Fig. 1: close-up of the layout
Window x 14 to 44, y 26 to 56 microns. Cells in grey, sequential cells in the stronger grey; small squares are vias.
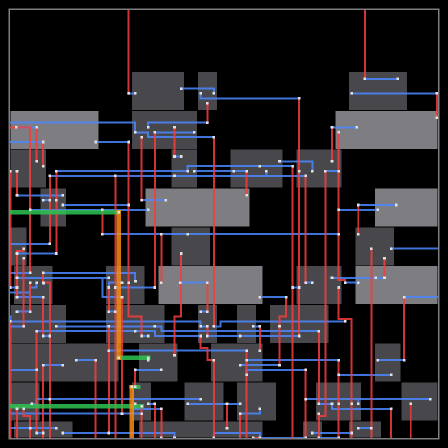
Fig. 2: routing congestion
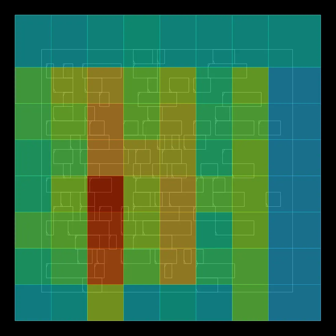
Fig. 3: signal wires on met1
Scale: 6 px per micron. Supply wires on this layer in grey.
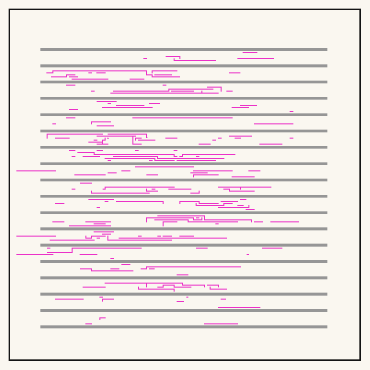
Fig. 4: metal layers overlaid
Scale: 6 px per micron. Two of the layers only.
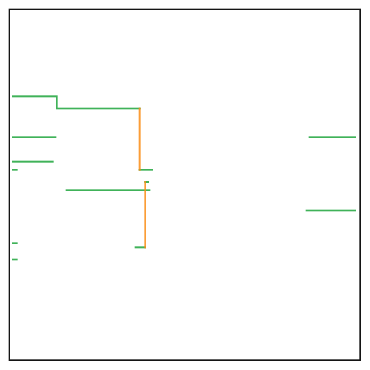
[config.mk]
export PLATFORM = sky130hd
export DESIGN_NAME = serial_frame_tx_flat
export DESIGN_NICKNAME = d
export VERILOG_FILES = /design/src/rtl/serial_frame_pkg.sv /design/src/rtl/serial_frame_tx_if.sv /design/src/rtl/serial_shift_out.sv /design/src/rtl/serial_frame_tx.sv /design/src/flat_wrapper.sv
export SDC_FILE = /design/constraint.sdc
export NUM_CORES = 1
export LEC_CHECK = 0
export CELL_PAD_IN_SITES_DETAIL_PLACEMENT = 1
export CELL_PAD_IN_SITES_GLOBAL_PLACEMENT = 2
export CORE_MARGIN = 5
export CORE_UTILIZATION = 28
export CTS_CLUSTER_SIZE = 12
export DETAILED_ROUTE_END_ITERATION = 10
export GPL_TIMING_DRIVEN = 0
export PLACE_DENSITY = 0.72
export SETUP_SLACK_MARGIN = 0.1
export SLEW_MARGIN = 20
export SYNTH_ARGS = -nofsm -noshare
export SYNTH_HDL_FRONTEND = slang
export SYNTH_SLANG_ARGS = --single-unit
[constraint.sdc]
create_clock -name clk -period 1.65 [get_ports clk]
set_input_delay 0.2475 -clock clk [delete_from_list [all_inputs] [get_ports clk]]
set_output_delay 0.2475 -clock clk [all_outputs]
set_load 0.1 [all_outputs]
[src/rtl/serial_frame_pkg.sv]
// Shared types and helpers for the serial frame transmitter and its future receiver checker.
package serial_frame_pkg;

   localparam int   DEF_WIDTH     = 4;
   localparam logic DEF_START_LVL = 1'b1;

   typedef enum logic [2:0] {
      IDLE,
      START,
      DATA,
      PARITY,
      STOP
   } tx_state_t;

   // Words narrower than 16 bits are zero-extended, which leaves the parity unchanged.
   function automatic logic even_parity(input logic [15:0] d);
      return ^d;
   endfunction

endpackage

[src/rtl/serial_frame_tx_if.sv]
// Parallel word handshake into the serial frame transmitter.
interface serial_frame_tx_if #(
   parameter int WIDTH = 4
) ();
   logic [WIDTH-1:0] din;
   logic             din_valid;
   logic             din_ready;

   modport master (output din, output din_valid, input din_ready);
   modport slave  (input din, input din_valid, output din_ready);
endinterface

[src/rtl/serial_shift_out.sv]
// Load/shift-left data register with MSB tap and a down-counter of the data bits still to send.
module serial_shift_out #(
   parameter int WIDTH = 4
) (
   input  logic             clk,
   input  logic             rst,
   input  logic             load,
   input  logic             shift,
   input  logic             cnt_dec,
   input  logic [WIDTH-1:0] din,
   output logic             msb,
   output logic             cnt_zero
);
   localparam int CW = $clog2(WIDTH) + 1;

   logic [WIDTH-1:0] sh;
   logic [CW-1:0]    cnt;

   always_ff @(posedge clk) begin
      if (rst) begin
         sh  <= '0;
         cnt <= '0;
      end else if (load) begin
         sh  <= din;
         cnt <= CW'(WIDTH - 1);
      end else begin
         if (shift)
            sh <= {sh[WIDTH-2:0], 1'b0};
         if (cnt_dec && cnt != '0)
            cnt <= cnt - 1'b1;
      end
   end

   assign msb      = sh[WIDTH-1];
   assign cnt_zero = (cnt == '0);
endmodule

[src/rtl/serial_frame_tx.sv]
// Parallel-to-serial framer: start bit, data MSB-first, optional parity, stop bit.
// Parity bit is present only when SERIAL_FRAME_TX_PARITY_EN is defined.
//
// state  | meaning
// IDLE   | line at ~START_LVL, accepting a word
// START  | start bit on the line
// DATA   | data bits on the line, MSB first
// PARITY | even parity of the captured word on the line
// STOP   | stop bit on the line, done high
module serial_frame_tx
   import serial_frame_pkg::*;
#(
   parameter int   WIDTH     = DEF_WIDTH,
   parameter logic START_LVL = DEF_START_LVL
) (
   input  logic               clk,
   input  logic               rst,
   serial_frame_tx_if.slave   bus,
   output logic               a,
   output logic               busy,
   output logic               done
);
   tx_state_t state;
   logic      transfer;
   logic      msb;
   logic      cnt_zero;
   logic      shift;
   logic      cnt_dec;
`ifdef SERIAL_FRAME_TX_PARITY_EN
   logic      par;
`endif

   assign bus.din_ready = (state == IDLE);
   assign transfer      = bus.din_valid && (state == IDLE);
   assign cnt_dec       = (state == DATA) && !cnt_zero;
   assign shift         = (state == START) || cnt_dec;

   serial_shift_out #(.WIDTH(WIDTH)) u_shift (
      .clk      (clk),
      .rst      (rst),
      .load     (transfer),
      .shift    (shift),
      .cnt_dec  (cnt_dec),
      .din      (bus.din),
      .msb      (msb),
      .cnt_zero (cnt_zero)
   );

   always_ff @(posedge clk) begin
      if (rst) begin
         state <= IDLE;
         a     <= ~START_LVL;
         busy  <= 1'b0;
         done  <= 1'b0;
`ifdef SERIAL_FRAME_TX_PARITY_EN
         par   <= 1'b0;
`endif
      end else begin
         case (state)
            IDLE: begin
               done <= 1'b0;
               if (bus.din_valid) begin
                  state <= START;
                  a     <= START_LVL;
                  busy  <= 1'b1;
`ifdef SERIAL_FRAME_TX_PARITY_EN
                  par   <= even_parity(16'(bus.din));
`endif
               end else begin
                  a <= ~START_LVL;
               end
            end
            START: begin
               state <= DATA;
               a     <= msb;
            end
            DATA: begin
               // cnt_zero means the last data bit is on the line now
               if (cnt_zero) begin
`ifdef SERIAL_FRAME_TX_PARITY_EN
                  state <= PARITY;
                  a     <= par;
`else
                  state <= STOP;
                  a     <= ~START_LVL;
                  done  <= 1'b1;
`endif
               end else begin
                  a <= msb;
               end
            end
`ifdef SERIAL_FRAME_TX_PARITY_EN
            PARITY: begin
               state <= STOP;
               a     <= ~START_LVL;
               done  <= 1'b1;
            end
`endif
            STOP: begin
               state <= IDLE;
               a     <= ~START_LVL;
               done  <= 1'b0;
               busy  <= 1'b0;
            end
            default: begin
               state <= IDLE;
               a     <= ~START_LVL;
               done  <= 1'b0;
               busy  <= 1'b0;
            end
         endcase
      end
   end
endmodule

[src/flat_wrapper.sv]
// flat-port wrapper written by rule: the top's interface ports become plain ports
module serial_frame_tx_flat import serial_frame_pkg::*;
#(
   parameter int   WIDTH     = DEF_WIDTH,
   parameter logic START_LVL = DEF_START_LVL
)
  (clk, rst, a, busy, done, bus_din, bus_din_valid, bus_din_ready);
  serial_frame_tx_if #(.WIDTH(WIDTH)) bus_i ();
  input  logic clk;
  input  logic rst;
  output logic a;
  output logic busy;
  output logic done;
  input wire logic [$bits(bus_i.din)-1:0] bus_din;
  input wire logic [$bits(bus_i.din_valid)-1:0] bus_din_valid;
  output wire logic [$bits(bus_i.din_ready)-1:0] bus_din_ready;
  assign bus_i.din = bus_din;
  assign bus_i.din_valid = bus_din_valid;
  assign bus_din_ready = bus_i.din_ready;
  serial_frame_tx #(.WIDTH(WIDTH), .START_LVL(START_LVL)) u_core (.clk(clk), .rst(rst), .bus(bus_i), .a(a), .busy(busy), .done(done));
endmodule
==> flow_summary.json <==
{
  "ys.flops": 13,
  "highest_layer": "met4",
  "clkCellAreaFrac_pct": 2.88,
  "logic_family": "simple AND/OR/NAND/NOR gates",
  "first_pass_iters": 2,
  "hold_slack_ns": 0.415,
  "largest_reg_flops": 4,
  "seq_cell_power_w": 0.000355,
  "htreeDepth": 1,
  "dp_slack_ns": -0.379,
  "powerClk_w": 0.000198,
  "clock-skew-final_ns": 0.00383,
  "rrSetupSlack_ns": -0.004,
  "p_comb_share_pct": 32.6,
  "nWellTaps": 28,
  "mostFrequentLayoutCells": "11 x dfxtp_1, 5 x nor2_1, 5 x clkdlybuf4s50_1, 5 x buf_4, 4 x clkbuf_1",
  "comb_cells": 43,
  "clk_root_buffer_cell": "clkbuf_4",
  "worst_slack_ns": -0.00406,
  "relSlewSlack_pct": 62.6,
  "coreArea_sq_mm": 0.00221,
  "met1Wirelength_microns": 672,
  "insertion_delay_ns": 0.27,
  "ys_warn_count": 0,
  "ys_sh_mux_pct": 5.18,
  "finalSetupViolCount": 1,
  "min_from": "rst",
  "die_h_microns": 58.3,
  "instances_no_fill": 112,
  "grt_pass1_wl_mm": 2.77,
  "buffers": 20,
  "port_buffers": 9,
  "crit_family": "simple AND/OR/NAND/NOR gates",
  "cpMostUsedCell": "ha_4",
  "syn-cell-area_sq_um": 652,
  "yosys.area.top_type": "dfxtp_1",
  "power_frac_seq_pct": 43.2,
  "critPathKind": "register to register",
  "dp.cells": 104,
  "yosys.area_share.simple_pct": 22.1,
  "crit_required_ns": 1.87,
  "ff_type": "dfxtp_1",
  "yosysMostFrequentCell": "dfxtp_1",
  "regMostFlops": "u_core.u_shift.sh",
  "largestClassByArea": "combinational gates",
  "hp-class": "primary input to register",
  "violations": "setup timing",
  "clk_pin_slew_ns": 0.08,
  "io_pins": 11,
  "worst-path-max-fanout": 6,
  "critPathCaptureType": "register",
  "ys_types": 27,
  "status": "finished, violations left",
  "synth_cells": 67,
  "synthArstFlopShare_pct": 0,
  "worstReg2RegStart": "u_core.u_shift.cnt[0]$_SDFFE_PP0P_",
  "drv_cap": 0,
  "yosys.area_share.xor_xnor_pct": 0,
  "cp.arrival_ns": 1.87,
  "p_leak_nw": 0.343,
  "die_w_microns": 58.3,
  "finalPower_w": 0.000820,
  "warning_count": 29,
  "ir_drop_uv": 496,
  "crit_chain": "inv_2 -> ha_4 -> ha_4 -> or4b_4 -> buf_6 -> a21bo_1 -> a21oi_2",
  "path_buffers": 2,
  "slew_violations": 0,
  "top_cells_by_area": "dfxtp_1 40%, buf_6 5.2%, mux2_2 5.2%",
  "rows": 17,
  "drc": 0,
  "layout_top_cell": "dfxtp_1",
  "drt_iter0_drc": 4,
  "nets": 94,
  "reg2reg_depth": 7,
  "cp-start-kind": "register",
  "ys_area_sq_um": 652,
  "fp_util_pct": 29.5
}
-- Fig. 1 (at the start) --
- red: met2
- green: met3
- orange: met4
- blue: met1
- netlist names of flops here include: `u_core.state` (2), `u_core.u_shift.sh` (2)
- cells with their middle in the window: 36
- most frequent: dfxtp_1 (6)
- sequential cells in the window: 6

-- Fig. 2 (at the start) --
GRT met2 Usage: 17.7%
GR peak layer: met2
GRT met3 Usage: 2.45%
Tot GR Track Use: 10.9%
met1 Track Usage GR: 13.6%

-- Fig. 3 (at the start) --
- longest straight run: 17.9 microns
- nets with wire on the layer: 84
- main direction: horizontal

-- Fig. 4 (at the start) --
- green: met3 (wire length 72.4 microns)
- orange: met4 (wire length 21.1 microns)
WL final: 1.55 mm
Vias: 551
wire per inst: 13.8 microns

